===== config.mk =====
export PLATFORM = sky130hd
export DESIGN_NAME = lane_delay_line
export DESIGN_NICKNAME = d
export VERILOG_FILES = /design/src/rtl/lane_delay_pkg.sv /design/src/rtl/lane_delay_ch.sv /design/src/rtl/lane_delay_line.sv
export SDC_FILE = /design/constraint.sdc
export NUM_CORES = 1
export LEC_CHECK = 0
export CAP_MARGIN = 40
export CORE_ASPECT_RATIO = 1.4
export CORE_MARGIN = 8
export CORE_UTILIZATION = 45
export DETAILED_ROUTE_END_ITERATION = 8
export GPL_TIMING_DRIVEN = 0
export SYNTH_ARGS = -nofsm -noshare
export SYNTH_HDL_FRONTEND = slang
export SYNTH_SLANG_ARGS = --single-unit

===== constraint.sdc =====
create_clock -name clk -period 9.6 [get_ports clk]
set_input_delay 2.88 -clock clk [delete_from_list [all_inputs] [get_ports clk]]
set_output_delay 2.88 -clock clk [all_outputs]
set_load 0.05 [all_outputs]

===== src/rtl/lane_delay_pkg.sv =====
// lane_delay_pkg: shared lane state, width helpers and reset constants for lane_delay_line.
package lane_delay_pkg;
    typedef enum logic {LD_SETTLE, LD_LOCKED} ld_state_e;
    localparam ld_state_e LD_RST_STATE = LD_SETTLE;
    localparam logic LD_RST_READY = 1'b0;
    localparam logic LD_RST_ERR = 1'b0;
    function automatic int ptr_w(input int max_delay);
        return max_delay > 1 ? $clog2(max_delay) : 1;
    endfunction
    function automatic int dly_w(input int max_delay);
        return $clog2(max_delay + 1);
    endfunction
    function automatic int ch_w(input int n_ch);
        return n_ch > 1 ? $clog2(n_ch) : 1;
    endfunction
endpackage


===== src/rtl/lane_delay_ch.sv =====
// lane_delay_ch: one lane; sample ring, delayed read, settle FSM and output forcing.
// Optional complementary output dout_n when LANE_DELAY_DIFF_OUT_EN is defined.
module lane_delay_ch
    import lane_delay_pkg::*;
#(
    parameter int DATA_W        = 1,
    parameter int MAX_DELAY     = 64,
    parameter int DEFAULT_DELAY = 0
) (
    input  logic                         clk,
    input  logic                         rst_n,
    input  logic [DATA_W-1:0]            din,
    input  logic                         load,
    input  logic [dly_w(MAX_DELAY)-1:0]  load_delay,
    output logic [DATA_W-1:0]            dout,
`ifdef LANE_DELAY_DIFF_OUT_EN
    output logic [DATA_W-1:0]            dout_n,
`endif
    output logic                         dout_valid
);
    localparam int PW = ptr_w(MAX_DELAY);
    localparam int DW = dly_w(MAX_DELAY);

    logic [DATA_W-1:0] mem [MAX_DELAY];
    logic [PW-1:0]     wp;
    logic [DW-1:0]     dly, cnt, cnt_nxt;
    ld_state_e         st, st_nxt;
    logic [DATA_W-1:0] rd;

    // d = MAX_DELAY aliases the write slot, which still holds the oldest sample
    assign rd = (dly == '0) ? din : mem[wp - dly[PW-1:0]];
    assign dout_valid = (st == LD_LOCKED);

    always_comb begin
        st_nxt  = st;
        cnt_nxt = cnt;
        if (load) begin
            st_nxt  = LD_SETTLE;
            cnt_nxt = load_delay + DW'(1);
        end else if (st == LD_SETTLE) begin
            cnt_nxt = cnt - DW'(1);
            st_nxt  = (cnt == DW'(1)) ? LD_LOCKED : LD_SETTLE;
        end
    end

    always_ff @(posedge clk)
        mem[wp] <= din;

    always_ff @(posedge clk or negedge rst_n) begin
        if (!rst_n) begin
            wp     <= '0;
            dly    <= DW'(DEFAULT_DELAY);
            cnt    <= DW'(DEFAULT_DELAY + 1);
            st     <= LD_RST_STATE;
            dout   <= '0;
`ifdef LANE_DELAY_DIFF_OUT_EN
            dout_n <= '1;
`endif
        end else begin
            wp     <= wp + PW'(1);
            if (load)
                dly <= load_delay;
            cnt    <= cnt_nxt;
            st     <= st_nxt;
            dout   <= (st_nxt == LD_LOCKED) ? rd : '0;
`ifdef LANE_DELAY_DIFF_OUT_EN
            dout_n <= (st_nxt == LD_LOCKED) ? ~rd : '1;
`endif
        end
    end
endmodule


===== src/rtl/lane_delay_line.sv =====
// lane_delay_line: N_CH-lane programmable delay line with per-lane lock status.
// Define LANE_DELAY_DIFF_OUT_EN to add the complementary dout_n output.
module lane_delay_line
    import lane_delay_pkg::*;
#(
    parameter int N_CH          = 4,
    parameter int DATA_W        = 1,
    parameter int MAX_DELAY     = 64,
    parameter int DEFAULT_DELAY = 0
) (
    input  logic                         clk,
    input  logic                         rst_n,
    input  logic [N_CH*DATA_W-1:0]       din,
    output logic [N_CH*DATA_W-1:0]       dout,
`ifdef LANE_DELAY_DIFF_OUT_EN
    output logic [N_CH*DATA_W-1:0]       dout_n,
`endif
    output logic [N_CH-1:0]              dout_valid,
    output logic                         all_locked,
    input  logic                         cfg_valid,
    output logic                         cfg_ready,
    input  logic [ch_w(N_CH)-1:0]        cfg_ch,
    input  logic [dly_w(MAX_DELAY)-1:0]  cfg_delay,
    output logic                         cfg_err
);
    localparam int CW = ch_w(N_CH);
    localparam int DW = dly_w(MAX_DELAY);

    logic          cfg_ok, cfg_acc, ld_we;
    logic [CW-1:0] ld_ch;
    logic [DW-1:0] ld_delay;

    assign cfg_acc    = cfg_valid && cfg_ready;
    assign cfg_ok     = ({1'b0, cfg_ch} < (CW+1)'(N_CH)) && (cfg_delay <= DW'(MAX_DELAY));
    assign all_locked = &dout_valid;

    // requests are staged one edge so no cfg input reaches a lane combinationally
    always_ff @(posedge clk or negedge rst_n) begin
        if (!rst_n) begin
            cfg_ready <= LD_RST_READY;
            cfg_err   <= LD_RST_ERR;
            ld_we     <= 1'b0;
            ld_ch     <= '0;
            ld_delay  <= '0;
        end else begin
            cfg_ready <= 1'b1;
            cfg_err   <= cfg_acc && !cfg_ok;
            ld_we     <= cfg_acc && cfg_ok;
            if (cfg_acc) begin
                ld_ch    <= cfg_ch;
                ld_delay <= cfg_delay;
            end
        end
    end

    for (genvar k = 0; k < N_CH; k++) begin : g_lane
        lane_delay_ch #(
            .DATA_W(DATA_W),
            .MAX_DELAY(MAX_DELAY),
            .DEFAULT_DELAY(DEFAULT_DELAY)
        ) u_ch (
            .clk(clk),
            .rst_n(rst_n),
            .din(din[k*DATA_W +: DATA_W]),
            .load(ld_we && (ld_ch == CW'(k))),
            .load_delay(ld_delay),
            .dout(dout[k*DATA_W +: DATA_W]),
`ifdef LANE_DELAY_DIFF_OUT_EN
            .dout_n(dout_n[k*DATA_W +: DATA_W]),
`endif
            .dout_valid(dout_valid[k])
        );
    end
endmodule


Figure 1. Where the registers sit.
Other sequential cells in the stronger gray, the rest of the logic in the fainter gray.
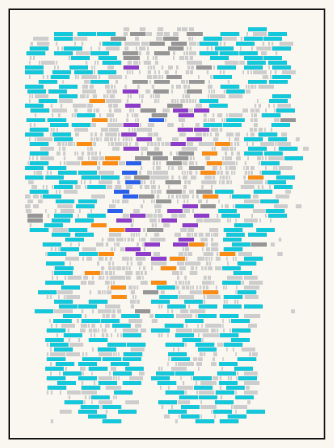
color	netlist name	sequential cells
cyan	`g_lane.u_ch.mem`	256
orange	`g_lane.u_ch.wp`	24
blue	`ld_delay`	7
purple	`g_lane.u_ch.dly`	28
not colored	41

Figure 2. Routed metal, one color a layer.
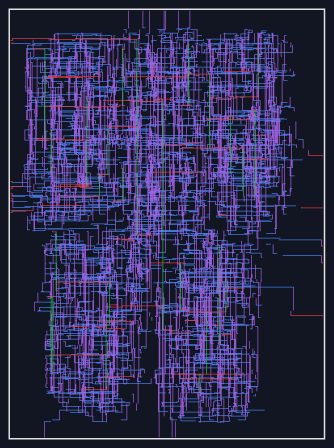
color	layer	wire length
blue	met1	14500 um
green	met4	983 um
red	met3	1070 um
purple	met2	18900 um

==> changes_impl.md <==
### Implementation results

* Longest Clk Path Bufs at 3
* Post-synth EDFFs at 256
* DRC marker count from the first detailed-route iteration at 652
* Highest-power group: registers
* Cell Pwr Density at 252 nW/um2
* Placement Cell Area at 17600 um2
* Synthesis-to-layout area growth at 12.8%
* Largest net degree at the start of global routing at 66
* Signal buf overhead at 3.91%
* TritonRoute pass-1 iters at 6
* Crit Path Class: reg -> out
* Remaining antenna violation count at 0
* Final wirelength at 35500 um
* Worst Setup SP: g_lane[2].u_ch.dout_valid$_DFF_PN0_
* Vias at 10000
* Seq area share at 54.3%
* GRT Resource Usage Total at 16.8%
* Leakage at 6.66 nW
* Run status: complete, no violations
* Tap cells at 467
* H-tree lvl count at 2
* Post-Syn Instances at 1281
* Post-route DRC at 0
* Crit. End Element: output port
* Final hold vios at 0
* Fin crit period at 5.17 ns
* Seq share, synth at 61.3%
* Layout cell share with drive strength beyond 1 at 13.7%
placed cells by master (no fill, tap or decap), drive strengths merged, types with 5 or more instances in the layout:
| cell type | instances |
|---|---|
| inv | 42 |
| a31oi | 5 |
| nand3 | 37 |
| edfxtp | 256 |
| buf | 33 |
| or3b | 5 |
| nand3b | 12 |
| mux4 | 67 |
| mux2 | 33 |
| dfrtp | 96 |
| nor3b | 5 |
| nor3 | 9 |
| a21oi | 28 |
| o21ai | 35 |
| xor2 | 23 |
| or3 | 23 |
| clkbuf | 113 |
| nand2b | 7 |
| clkdlybuf4s50 | 21 |
| nor2 | 299 |
| ha | 33 |
| mux2i | 27 |
| nor4 | 11 |
| nand2 | 51 |
| nor2b | 7 |
| or4 | 5 |
| xnor2 | 35 |
| clkinv | 10 |
registers in the layout (all words and copies together) (netlist names):
signal,flops
g_lane.u_ch.dly,28
g_lane.u_ch.mem,256
g_lane.u_ch.dout,4
ld_delay,7
g_lane.u_ch.cnt,28
g_lane.u_ch.wp,24
ld_ch,2
ld_we,1
g_lane.u_ch.dout_valid,4
cfg_err,1
cfg_ready,1
cell families after synthesis:
| group | Yosys count | synth area share (%) |
|---|---|---|
| xor+xnor | 58 | 3.23 |
| compound gates | 88 | 3.04 |
| mux | 127 | 13.1 |
| fa+ha+maj | 37 | 2.96 |
| flops | 356 | 61.3 |
| simple gates | 488 | 13.1 |
| other cells | 1 | 0.0225 |
| buf+inv | 126 | 3.21 |
routing by layer:
metal,routed length [um],share of wire [%],up-vias,global-route usage [%]
met5,0,0,-,0
met4,982,2.8,0,5.61
met3,1070,3.0,66,2.28
met2,18900,53,149,30.5
met1,14500,41,5071,19.8
li1,-,-,4738,-
critical path, cell delays in order, from the launching register on:
cell and delay, ns:
dfrtp_1 0.35, clkbuf_1 0.35, and4_1 0.26, clkdlybuf4s50_1 0.80
Power figures rest on the tool's default switching activity, not on a simulated workload.
